<file path="config.mk">
export PLATFORM = sky130hd
export DESIGN_NAME = apb_initiator
export DESIGN_NICKNAME = d
export VERILOG_FILES = /design/src/rtl/apb_initiator.sv
export SDC_FILE = /design/constraint.sdc
export NUM_CORES = 1
export LEC_CHECK = 0
export CAP_MARGIN = 20
export CORE_MARGIN = 5
export CORE_UTILIZATION = 42
export CTS_BUF_LIST = sky130_fd_sc_hd__clkbuf_16
export CTS_CLUSTER_SIZE = 28
export DETAILED_ROUTE_END_ITERATION = 16
export PLACE_DENSITY = 0.81
export SLEW_MARGIN = 10
export SYNTH_ARGS = -nofsm -noshare
export SYNTH_HDL_FRONTEND = slang
export SYNTH_SLANG_ARGS = --single-unit
</file>
<file path="constraint.sdc">
create_clock -name pclk_i -period 2.8 [get_ports pclk_i]
set_input_delay 0.42 -clock pclk_i [delete_from_list [all_inputs] [get_ports pclk_i]]
set_output_delay 0.42 -clock pclk_i [all_outputs]
set_load 0.005 [all_outputs]
</file>
<file path="src/rtl/apb_initiator.sv">
// apb_initiator: single-outstanding APB3 initiator.
// Accepts one register-access request at a time on a valid/ready channel, runs an APB
// SETUP/ACCESS transfer and returns read data plus error status on a valid/ready response
// channel. A bounded wait-state timeout keeps a silent responder from hanging the requester.
//
// Ports:
//   pclk_i, prstn_i         clock, asynchronous active-low reset
//   req_*                   request channel (valid/ready, addr, wdata, write)
//   rsp_*                   response channel (valid/ready, rdata, err, timeout)
//   psel_o .. pslverr_i     APB3 initiator interface
//   busy_o                  high whenever a transfer is in flight or a response is pending
//   err_count_o             saturating count of error responses
module apb_initiator #(
    parameter int unsigned TIMEOUT_CYC = 256,
    parameter int unsigned ERRCNT_W    = 8
) (
    input  logic                pclk_i,
    input  logic                prstn_i,
    input  logic                req_valid_i,
    output logic                req_ready_o,
    input  logic [31:0]         req_addr_i,
    input  logic [31:0]         req_wdata_i,
    input  logic                req_write_i,
    output logic                rsp_valid_o,
    input  logic                rsp_ready_i,
    output logic [31:0]         rsp_rdata_o,
    output logic                rsp_err_o,
    output logic                rsp_timeout_o,
    output logic                psel_o,
    output logic                penable_o,
    output logic                pwrite_o,
    output logic [31:0]         paddr_o,
    output logic [31:0]         pwdata_o,
    input  logic [31:0]         prdata_i,
    input  logic                pready_i,
    input  logic                pslverr_i,
    output logic                busy_o,
    output logic [ERRCNT_W-1:0] err_count_o
);

    // A zero timeout still needs a legal (unused) one-bit counter.
    localparam int unsigned WaitW = (TIMEOUT_CYC == 0) ? 1 : $clog2(TIMEOUT_CYC + 1);
    localparam logic [WaitW-1:0] WaitLast = (TIMEOUT_CYC == 0) ? '0 : WaitW'(TIMEOUT_CYC - 1);

    typedef enum logic [1:0] {StIdle, StSetup, StAccess, StResp} state_e;

    state_e                state_q, state_d;
    logic [31:0]           paddr_q, paddr_d;
    logic [31:0]           pwdata_q, pwdata_d;
    logic                  pwrite_q, pwrite_d;
    logic                  psel_q, psel_d;
    logic                  penable_q, penable_d;
    logic                  rsp_valid_q, rsp_valid_d;
    logic [31:0]           rsp_rdata_q, rsp_rdata_d;
    logic                  rsp_err_q, rsp_err_d;
    logic                  rsp_timeout_q, rsp_timeout_d;
    logic                  busy_q, busy_d;
    logic [ERRCNT_W-1:0]   err_count_q, err_count_d;
    logic [WaitW-1:0]      wait_cnt_q, wait_cnt_d;
    logic                  timeout_hit;

    assign timeout_hit = (TIMEOUT_CYC != 0) && (wait_cnt_q == WaitLast);

    always_comb begin
        state_d       = state_q;
        paddr_d       = paddr_q;
        pwdata_d      = pwdata_q;
        pwrite_d      = pwrite_q;
        psel_d        = psel_q;
        penable_d     = penable_q;
        rsp_valid_d   = rsp_valid_q;
        rsp_rdata_d   = rsp_rdata_q;
        rsp_err_d     = rsp_err_q;
        rsp_timeout_d = rsp_timeout_q;
        err_count_d   = err_count_q;
        wait_cnt_d    = wait_cnt_q;

        unique case (state_q)
            StIdle: begin
                if (req_valid_i) begin
                    paddr_d    = req_addr_i;
                    pwrite_d   = req_write_i;
                    pwdata_d   = req_write_i ? req_wdata_i : 32'h0;
                    wait_cnt_d = '0;
                    psel_d     = 1'b1;
                    state_d    = StSetup;
                end
            end
            StSetup: begin
                penable_d = 1'b1;
                state_d   = StAccess;
            end
            StAccess: begin
                // pready wins over a timeout landing on the same cycle.
                if (pready_i) begin
                    rsp_rdata_d   = pwrite_q ? 32'h0 : prdata_i;
                    rsp_err_d     = pslverr_i;
                    rsp_timeout_d = 1'b0;
                    rsp_valid_d   = 1'b1;
                    psel_d        = 1'b0;
                    penable_d     = 1'b0;
                    state_d       = StResp;
                end else if (timeout_hit) begin
                    rsp_rdata_d   = 32'h0;
                    rsp_err_d     = 1'b1;
                    rsp_timeout_d = 1'b1;
                    rsp_valid_d   = 1'b1;
                    psel_d        = 1'b0;
                    penable_d     = 1'b0;
                    state_d       = StResp;
                end else if (TIMEOUT_CYC != 0) begin
                    wait_cnt_d = wait_cnt_q + WaitW'(1);
                end
            end
            StResp: begin
                if (rsp_ready_i) begin
                    rsp_valid_d = 1'b0;
                    state_d     = StIdle;
                end
            end
        endcase

        // Count once per error response, on entry to RESP.
        if (state_q == StAccess && state_d == StResp && rsp_err_d && !(&err_count_q)) begin
            err_count_d = err_count_q + ERRCNT_W'(1);
        end

        busy_d = (state_d != StIdle);
    end

    always_ff @(posedge pclk_i or negedge prstn_i) begin
        if (!prstn_i) begin
            state_q       <= StIdle;
            paddr_q       <= 32'h0;
            pwdata_q      <= 32'h0;
            pwrite_q      <= 1'b0;
            psel_q        <= 1'b0;
            penable_q     <= 1'b0;
            rsp_valid_q   <= 1'b0;
            rsp_rdata_q   <= 32'h0;
            rsp_err_q     <= 1'b0;
            rsp_timeout_q <= 1'b0;
            busy_q        <= 1'b0;
            err_count_q   <= '0;
            wait_cnt_q    <= '0;
        end else begin
            state_q       <= state_d;
            paddr_q       <= paddr_d;
            pwdata_q      <= pwdata_d;
            pwrite_q      <= pwrite_d;
            psel_q        <= psel_d;
            penable_q     <= penable_d;
            rsp_valid_q   <= rsp_valid_d;
            rsp_rdata_q   <= rsp_rdata_d;
            rsp_err_q     <= rsp_err_d;
            rsp_timeout_q <= rsp_timeout_d;
            busy_q        <= busy_d;
            err_count_q   <= err_count_d;
            wait_cnt_q    <= wait_cnt_d;
        end
    end

    assign req_ready_o   = (state_q == StIdle);
    assign rsp_valid_o   = rsp_valid_q;
    assign rsp_rdata_o   = rsp_rdata_q;
    assign rsp_err_o     = rsp_err_q;
    assign rsp_timeout_o = rsp_timeout_q;
    assign psel_o        = psel_q;
    assign penable_o     = penable_q;
    assign pwrite_o      = pwrite_q;
    assign paddr_o       = paddr_q;
    assign pwdata_o      = pwdata_q;
    assign busy_o        = busy_q;
    assign err_count_o   = err_count_q;

endmodule

</file>
Run 1, gate-type map:
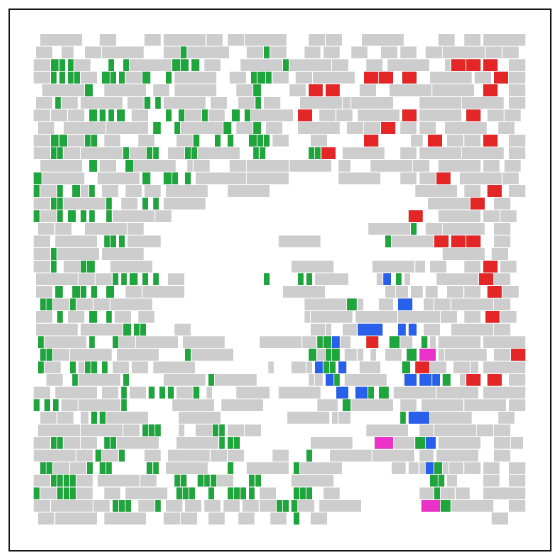
nand cells -> green  # cells 224, most used nand2_1
non-inverting ao/oa cells -> red  # cells 34, most used a22o_1
mux cells -> magenta  # cells 3, most used mux2_2
aoi and oai cells -> blue  # cells 17, most used a21oi_1
fraction of area in multi-input gates: 21.11%
Finished Layout Cells: 836

Run 1, metal layers overlaid:
Only two layers are drawn.
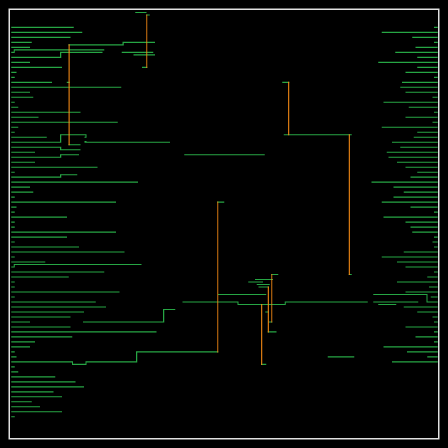
M4 -> orange  # wire length 176 um
M3 -> green  # wire length 1,770 um
Vias: 4,218
final wirelength: 14,170 um
routed len/inst: 16.95 um
Total GRT Usage: 21.24%

Run 1, sequential cells grouped by signal name:
Bar = 20 um. Other sequential cells in the stronger gray, the rest of the logic in the fainter gray.
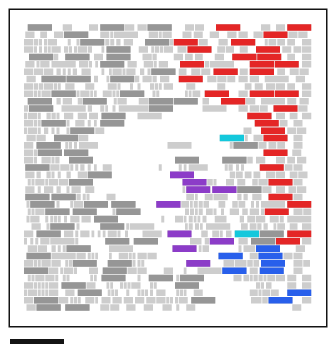
state_q -> cyan  # flops 2
wait_cnt_q -> purple  # flops 9, where center
err_count_o -> blue  # flops 8, where lower right
rsp_rdata_o -> red  # flops 32
not colored = 71

Run 1, congestion heat map:
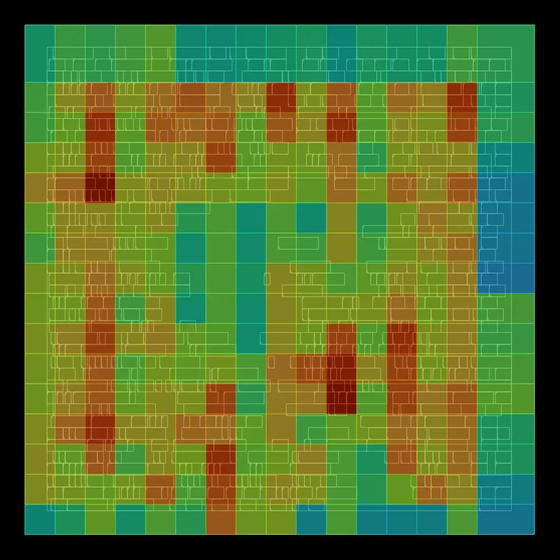
Most Used Layer, Global Route: met2
met2 GRT Util: 33.87%
global routing usage on met3: 11.76%
met1 Track Usage GR: 24.60%
utilization after layout: 67.48%

==> results.json, run 1 <==
{
  "top_area_share_pct": 63.96,
  "status": "completed",
  "r2r_end": "wait_cnt_q[4]",
  "yosysTopAreaCell": "dfrtp_1",
  "period_used_pct": 85.10,
  "cp_data_required_time_ns": 3.15,
  "dr_wl_met3_um": 1769,
  "pwr-share-clk_pct": 24.7,
  "io_buffers": 214,
  "numClockSinks": 122,
  "clk_pin_slew_worst_paths_ns": 0.05,
  "p_seq_share_pct": 38.0,
  "gp_congestion": 0.8490,
  "ctsHtreeMaxLevel": 4,
  "post-route-min-period_ns": 2.383,
  "r2r_slack_ns": 0.42,
  "rr_startpoint": "wait_cnt_q[0]",
  "cts_made_buffers": 17,
  "critPathArrivalTime_ns": 2.73,
  "slew_headroom_pct": 45.19,
  "rr_worst_depth": 8,
  "layout.nets": 787,
  "edf_count": 0,
  "viasPerCell": 5.045,
  "finClkSkew_ns": 0.01006,
  "start_kind": "flop",
  "synth_flops": 122,
  "cts_setup_buffers": 0,
  "synth_cell_types": 37,
  "seq_area_mm2": 0.003053,
  "wl_met1_um": 5501,
  "rows": 39,
  "fp_util_pct": 42.35,
  "slew_viol_final": 0,
  "grt_pass1_wl_um": 21940
}
run 1: logic make-up (layout without fill, tap and decap cells):
| group | count (synthesis) | after routing | share of synthesized area [%] |
|---|---|---|---|
| compound gates | 51 | 51 | 8.598 |
| xor+xnor | 9 | 9 | 1.651 |
| fa+ha+maj | 3 | 3 | 0.7865 |
| buf+inv | 31 | 257 | 2.621 |
| flops | 122 | 122 | 63.96 |
| mux | 3 | 3 | 0.6815 |
| simple gates | 248 | 248 | 21.70 |
run 1: layer usage:
layer / global-route usage [%] / vias to the layer above
met5: 0 / -
met4: 6.651 / 0
met3: 11.76 / 18
met2: 33.87 / 192
met1: 24.60 / 2024
li1: - / 1984
run 1: worst max-delay path by stage:
stage | startpoint | to | slack, ns | cells past startpoint
2_1_floorplan | wait_cnt_q[0] | wait_cnt_q[4] | 0.66 | 8
3_3_place_gp | wait_cnt_q[0] | wait_cnt_q[4] | 0.57 | 8
3_5_place_dp | wait_cnt_q[0] | wait_cnt_q[4] | 0.48 | 8
4_1_cts | wait_cnt_q[0] | wait_cnt_q[4] | 0.43 | 8
5_1_grt | wait_cnt_q[0] | wait_cnt_q[4] | 0.32 | 8
6_report | wait_cnt_q[0] | wait_cnt_q[4] | 0.42 | 8
run 1: power groups by stage:
| stage | combinational [uW] | sequential, uW | clock (uW) |
|---|---|---|---|
| after floorplan | 990 | 2950 | 0 |
| after global placement | 2860 | 2930 | 0 |
| after detailed placement | 2920 | 2970 | 0 |
| after CTS | 2960 | 2960 | 1960 |
| after global routing | 3170 | 3060 | 2050 |
| final | 2900 | 2960 | 1920 |
run 1: cells in the final DEF (no fill, tap or decap), drive strengths merged:
cell type	Yosys	layout
nor3	2	2
and3	2	2
bufinv	0	1
mux2	2	2
a2111oi	1	1
and2	1	1
dfrtp	122	122
inv	4	6
a21oi	5	5
a21o	1	1
nand2b	2	2
nand3	40	40
clkdlybuf4s50	0	213
nand4	3	3
o211ai	2	2
clkbuf	20	17
or3	1	1
xor2	1	1
clkinvlp	0	2
a22o	32	32
a31oi	1	1
xnor2	8	8
or4	1	1
a211oi	2	2
buf	7	9
o31ai	1	1
o21ai	5	5
nand2	179	179
o31a	1	1
nor2	11	11
and4	2	2
mux2i	1	1
or3b	1	1
or4b	1	1
clkinv	0	9
nor2b	2	2
ha	3	3
run 1: critical path, cell delays in order (launching register included):
cell and delay [ns]:
dfrtp_1 0.41, ha_1 0.26, nand3_1 0.11, nor2_1 0.05, ha_1 0.24, or3b_1 0.41
a21o_1 0.25, or4_1 0.49, nand2_1 0.09
run 1: final cells by class:
| class | count | area share (%) |
|---|---|---|
| clock buffer | 17 | 5.593 |
| clock inverter | 14 | 1.201 |
| inverter | 4 | 0.1974 |
| multi-input combinational | 314 | 21.11 |
| sequential | 122 | 40.14 |
| tap | 143 | 2.352 |
| timing repair buffer | 222 | 29.41 |
run 1: stage by stage:
stage / power (uW) / cells / hold slack, ns / utilization [%]
floorplan: 3940 / 467 / 0.1244 / -
global placement: 5785 / 805 / 0.4500 / 62.89
detailed placement: 5893 / 805 / 0.4564 / 62.89
CTS: 7874 / 836 / 0.1199 / 67.48
global route: 8281 / 836 / 0.1528 / 67.48
finish: 7781 / 836 / 0.07679 / 67.48
==> run 2: changes to the inputs <==
--- a/config.mk
+++ b/config.mk
@@ -5,6 +5,7 @@
 export SDC_FILE = /design/constraint.sdc
 export NUM_CORES = 1
 export LEC_CHECK = 0
+export ABC_CLOCK_PERIOD_IN_PS = 2800
 export CAP_MARGIN = 20
 export CORE_MARGIN = 5
 export CORE_UTILIZATION = 42
Run 2, gate-type map:
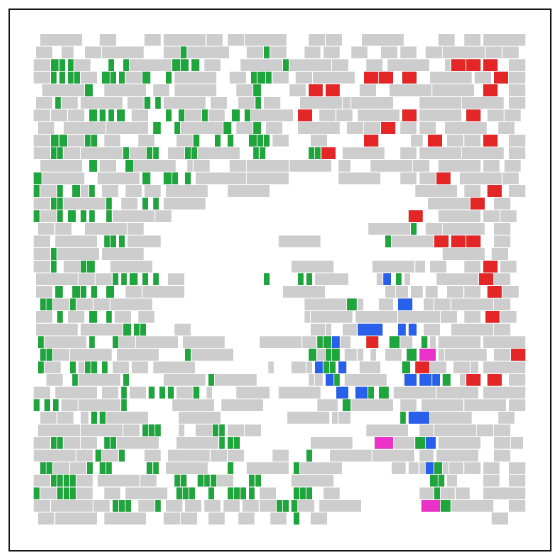
aoi and oai cells -> blue  # cells 17, most used a21oi_1
mux cells -> magenta  # cells 3, most used mux2_2
nand cells -> green  # cells 224, most used nand2_1
non-inverting ao/oa cells -> red  # cells 34, most used a22o_1
most common logic cell in the routed design: clkdlybuf4s50_1

==> run 2 against run 1 <==
First-iteration DRC count stayed put. Maximum frequency is the same. Routed wire length stayed put. Register-to-register slack hardly changed. Core utilization did not move. Largest cell class unchanged. Non-clock buffer count unchanged. Die area stayed put. Total power stayed put.
==> results.json, run 2 <==
{
  "clk_pin_slew_worst_paths_ns": 0.05,
  "cp_num_buf_inv": 0,
  "edf_count": 0,
  "p_leak_uw": 0.003547,
  "die_h_um": 116.6,
  "ant_nets": 0,
  "slew_viol_final": 0,
  "ys_warn_count": 0,
  "grt_pass1_wl_um": 21940,
  "status": "completed",
  "wl_per_cell_um": 16.95,
  "layout_top_cells": "clkdlybuf4s50_1, nand2_1, dfrtp_1",
  "cp_data_required_time_ns": 3.15,
  "io_buffers": 214,
  "routed_wl_um": 14170,
  "dp_hpwl_um": 10030,
  "grt_pass1_vias": 4350,
  "yosysTopAreaCell": "dfrtp_1",
  "antenna_found_initial": 0,
  "io_pins": 215,
  "synth_cell_types": 37,
  "cp_common_cell": "ha_1",
  "top_cells_by_count": "nand2_1, dfrtp_1, nand3_1",
  "finClkSkew_ns": 0.01006,
  "finalNonFillerCells": 836,
  "ctsHtreeMaxLevel": 4,
  "worstPathCellList": "ha_1, nand3_1, nor2_1, ha_1, or3b_1, a21o_1, or4_1, nand2_1",
  "dr.pass1.iters": 4,
  "gr-usage-all-layers_pct": 21.24,
  "critPathArrivalTime_ns": 2.73,
  "cts_made_buffers": 17,
  "layout.nets": 787,
  "start_kind": "flop",
  "r2r_slack_ns": 0.42,
  "cts_setup_buffers": 0,
  "gp_congestion": 0.8490,
  "yosys_area_mm2": 0.004773,
  "root_buffer": "clkbuf_16",
  "synth_flops": 122,
  "crit_family": "simple AND/OR/NAND/NOR gates",
  "yosys_cells": 467,
  "worst_pin_slew_ns": 0.8222,
  "area_growth_pct": 59.34,
  "post-place-cells": 805,
  "hold_violations": 0,
  "viasPerCell": 5.045,
  "slew_headroom_pct": 45.19,
  "synth.most_common_cell": "nand2_1",
  "synth.avg_cell_area_um2": 10.22,
  "rows": 39,
  "max_stage_delay_ns": 0.49,
  "post-route-min-period_ns": 2.383,
  "top_area_share_pct": 63.96,
  "numClockSinks": 122,
  "n_antenna_cell": 0,
  "slowest_stage": "or4_1",
  "ys.flop_type": "dfrtp_1",
  "vias": 4218,
  "period_used_pct": 85.10,
  "fp_util_pct": 42.35,
  "drt_iter0_drc": 249,
  "synthArstFlopShare_pct": 100.0
}
Run 2, metal layers overlaid:
Only two layers are drawn.
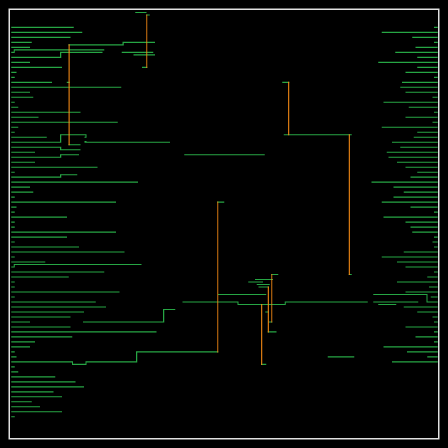
M4 -> orange  # wire length 176 um
M3 -> green  # wire length 1,770 um

==> run 2: cell counts after synthesis <==
Identical to the previous run, type by type.
==> run 2: stage by stage <==
| step | total power, uW | area (um^2) | setup slack (ns) | hold slack (ns) | utilization, % |
|---|---|---|---|---|---|
| after floorplan | 3940 | 4773 | 0.6587 | 0.1244 | - |
| after global placement | 5785 | 7089 | 0.5708 | 0.4500 | 62.89 |
| after detailed placement | 5893 | 7089 | 0.4765 | 0.4564 | 62.89 |
| after CTS | 7874 | 7606 | 0.4259 | 0.1199 | 67.48 |
| after global routing | 8281 | 7606 | 0.3249 | 0.1528 | 67.48 |
| final | 7781 | 7606 | 0.4173 | 0.07679 | 67.48 |
==> run 2: final timing paths <==
check / start / to / cells past startpoint
min: prstn_i / err_count_o[6] / 1
max reg2reg: wait_cnt_q[0] / wait_cnt_q[4] / 8
min reg2reg: pwdata_o[11] / pwdata_o[11] / 2
min in group pclk_i: pwdata_o[11] / pwdata_o[11] / 2
max in group asynchronous: prstn_i / rsp_rdata_o[1] / 2
max: wait_cnt_q[0] / wait_cnt_q[4] / 8
==> run 2: kinds of logic (layout without fill, tap and decap cells) <==
logic type                 count (synthesis)  after routing  share of synthesized area, %
and+or+nand+nor                          248            248                         21.70
DFF                                      122            122                         63.96
AOI/OAI and AO/OA                         51             51                         8.598
buffers and inverters                     31            257                         2.621
xor gates and xnor gates                   9              9                         1.651
adders and majority gates                  3              3                        0.7865
muxes                                      3              3                        0.6815
==> run 2: layout make-up <==
class,instances,area [um^2],share of cell area [%]
inverter,4,15.01,0.1974
tap,143,178.9,2.352
sequential,122,3053,40.14
clock buffer,17,425.4,5.593
clock inverter,14,91.34,1.201
timing repair buffer,222,2237,29.41
multi-input combinational,314,1605,21.11
==> run 2: per-layer routing <==
layer / vias to the layer above / GRT usage (%) / part of all wire, %
met3: 18 / 11.76 / 12
met2: 192 / 33.87 / 47
met4: 0 / 6.651 / 1.2
met1: 2024 / 24.60 / 39
met5: - / 0 / 0
li1: 1984 / - / -
==> run 2: worst reg2reg max path, cell delays in order, from the launching register on <==
cell and delay (ns):
dfrtp_1 0.41, ha_1 0.26, nand3_1 0.11, nor2_1 0.05, ha_1 0.24, or3b_1 0.41
a21o_1 0.25, or4_1 0.49, nand2_1 0.09
==> run 2: report_power, final <==
group          internal (uW)  leakage (uW)  switching [uW]
clock network           1180      0.000258             741
logic                   1750       0.00173            1150
registers               2490       0.00156             472
total                   5420       0.00355            2360
==> run 3: changes to the inputs <==
--- a/config.mk
+++ b/config.mk
@@ -5,7 +5,6 @@
 export SDC_FILE = /design/constraint.sdc
 export NUM_CORES = 1
 export LEC_CHECK = 0
-export ABC_CLOCK_PERIOD_IN_PS = 2800
 export CAP_MARGIN = 20
 export CORE_MARGIN = 5
 export CORE_UTILIZATION = 42
@@ -13,7 +12,7 @@
 export CTS_CLUSTER_SIZE = 28
 export DETAILED_ROUTE_END_ITERATION = 16
 export PLACE_DENSITY = 0.81
-export SLEW_MARGIN = 10
+export SLEW_MARGIN = 20
 export SYNTH_ARGS = -nofsm -noshare
 export SYNTH_HDL_FRONTEND = slang
 export SYNTH_SLANG_ARGS = --single-unit
Run 3, congestion heat map:
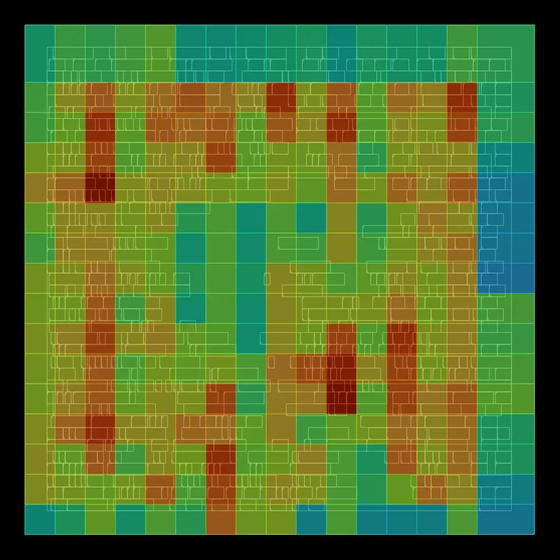

==> run 3 against run 2 <==
Via count did not move. Routed wire length unchanged. Global-route usage did not move. Synthesized area stayed put. Sequential power is essentially flat. Synthesized cell count stayed put. Core utilization unchanged.
==> results.json, run 3 <==
{
  "antenna_found_initial": 0,
  "ant_nets": 0,
  "gp_congestion": 0.8490,
  "ys.flop_type": "dfrtp_1",
  "io_buffers": 214,
  "grt_overflow": 0,
  "layout_top_cells": "clkdlybuf4s50_1, nand2_1, dfrtp_1",
  "synth.avg_cell_area_um2": 10.22,
  "core_mm2": 0.01127,
  "post-route-min-period_ns": 2.383,
  "start_kind": "flop",
  "place_area_mm2": 0.007089,
  "p_int_uw": 5417,
  "root_buffer": "clkbuf_16",
  "cp_data_required_time_ns": 3.15,
  "die_x_um": 116.6,
  "p_leak_uw": 0.003547,
  "slew_viol_final": 0,
  "ctsHtreeMaxLevel": 4,
  "drc": 0,
  "fp_util_pct": 42.35,
  "layout.nets": 787,
  "gr-usage-all-layers_pct": 21.24,
  "pwr-share-clk_pct": 24.7,
  "min_path_type": "in -> async",
  "yosys_cells": 467,
  "worst-path-max-fanout": 7,
  "slew_headroom_pct": 45.19,
  "dr.pass1.iters": 4,
  "ys_seq_share_pct": 63.96,
  "swShare_pct": 30.38,
  "numClockSinks": 122,
  "cts_setup_buffers": 0,
  "area_growth_pct": 59.34,
  "wl_per_cell_um": 16.95,
  "vias": 4218,
  "rows": 39,
  "cts_resized": 0,
  "yosysTopAreaCell": "dfrtp_1",
  "cts_made_buffers": 17,
  "power_switching_uw": 2364,
  "lay_top_count": "clkdlybuf4s50_1",
  "synth_cell_types": 37,
  "synth.most_common_cell": "nand2_1",
  "edf_count": 0,
  "p_seq_share_pct": 38.0,
  "cts_tree": "built",
  "synth_flops": 122,
  "combPwrFrac_pct": 37.3,
  "grt_pass1_vias": 4350,
  "dp_hpwl_um": 10030,
  "worst_pin_slew_ns": 0.8222,
  "drt_iter0_drc": 249,
  "routed_wl_um": 14170,
  "power_density_mw_per_mm2": 1023,
  "hold_violations": 0,
  "syn-instance-count": 467,
  "final_area_mm2": 0.007606,
  "grt_pass1_wl_um": 21940,
  "io_pins": 215,
  "finalSetupViolCount": 0,
  "period_used_pct": 85.10,
  "rr_worst_depth": 8,
  "synthArstFlopShare_pct": 100.0,
  "irDropWorstVdd_mv": 0.6637,
  "viasPerCell": 5.045,
  "grt_max_degree": 70,
  "holdWs_ns": 0.07679,
  "die_h_um": 116.6,
  "top_area_share_pct": 63.96,
  "yosys_area_mm2": 0.004773,
  "top_cells_by_count": "nand2_1, dfrtp_1, nand3_1",
  "critPathArrivalTime_ns": 2.73,
  "ys_warn_count": 0,
  "finClkSkew_ns": 0.01006,
  "n_antenna_cell": 0,
  "fin_setup_tns_ns": 0,
  "warnings": 26,
  "rsz0062_at_grt": "false",
  "status": "completed",
  "max_cap_violations": 0,
  "clk_pin_slew_worst_paths_ns": 0.05
}
Run 3, sequential cells grouped by signal name:
Bar = 20 um. Other sequential cells in the stronger gray, the rest of the logic in the fainter gray.
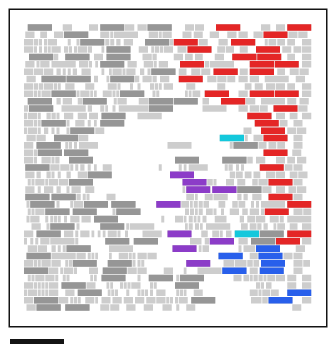
wait_cnt_q -> purple  # flops 9, where center
err_count_o -> blue  # flops 8, where lower right
state_q -> cyan  # flops 2
rsp_rdata_o -> red  # flops 32
not colored = 71

run 3: layout make-up:
class | count | area, um^2 | share of cell area, %
Clock inverter | 14 | 91.34 | 1.201
Multi-Input combinational cell | 314 | 1605 | 21.11
Sequential cell | 122 | 3053 | 40.14
Clock buffer | 17 | 425.4 | 5.593
Timing Repair Buffer | 222 | 2237 | 29.41
Tap cell | 143 | 178.9 | 2.352
Inverter | 4 | 15.01 | 0.1974
run 3: worst max-delay path, stage by stage, from the launching register on:
cell and delay (ns):
dfrtp_1 0.41, ha_1 0.26, nand3_1 0.11, nor2_1 0.05, ha_1 0.24, or3b_1 0.41
a21o_1 0.25, or4_1 0.49, nand2_1 0.09
run 3: through the flow:
step           instances  util, %  worst slack [ns]  power, uW
3_5_place_dp         805    62.89            0.4765       5893
3_3_place_gp         805    62.89            0.5708       5785
4_1_cts              836    67.48            0.4259       7874
5_1_grt              836    67.48            0.3249       8281
6_report             836    67.48            0.4173       7781
2_1_floorplan        467        -            0.6587       3940
run 3: final timing paths:
check	to	slack (ns)	start
max reg2reg	wait_cnt_q[4]	0.42	wait_cnt_q[0]
max in group asynchronous	rsp_rdata_o[1]	1.90	prstn_i
min in group pclk_i	pwdata_o[11]	0.46	pwdata_o[11]
min	err_count_o[6]	0.08	prstn_i
max	wait_cnt_q[4]	0.42	wait_cnt_q[0]
min reg2reg	pwdata_o[11]	0.46	pwdata_o[11]
run 3: logic make-up (layout without fill, tap and decap cells):
logic type / count (synthesis) / in the layout / synth area share (%)
adders and majority gates: 3 / 3 / 0.7865
xor gates and xnor gates: 9 / 9 / 1.651
buffers and inverters: 31 / 257 / 2.621
and+or+nand+nor: 248 / 248 / 21.70
muxes: 3 / 3 / 0.6815
AOI/OAI and AO/OA: 51 / 51 / 8.598
DFF: 122 / 122 / 63.96
run 3: power groups by stage:
stage | registers [uW] | logic [uW] | clock network (uW)
2_1_floorplan | 2950 | 990 | 0
3_3_place_gp | 2930 | 2860 | 0
3_5_place_dp | 2970 | 2920 | 0
4_1_cts | 2960 | 2960 | 1960
5_1_grt | 3060 | 3170 | 2050
6_report | 2960 | 2900 | 1920
run 3: layer usage:
layer / vias to the layer above / wire (um) / global-route usage, %
met4: 0 / 176 / 6.651
met5: - / 0 / 0
met1: 2024 / 5501 / 24.60
li1: 1984 / - / -
met2: 192 / 6720 / 33.87
met3: 18 / 1769 / 11.76
Power and IR drop assume default switching activity.
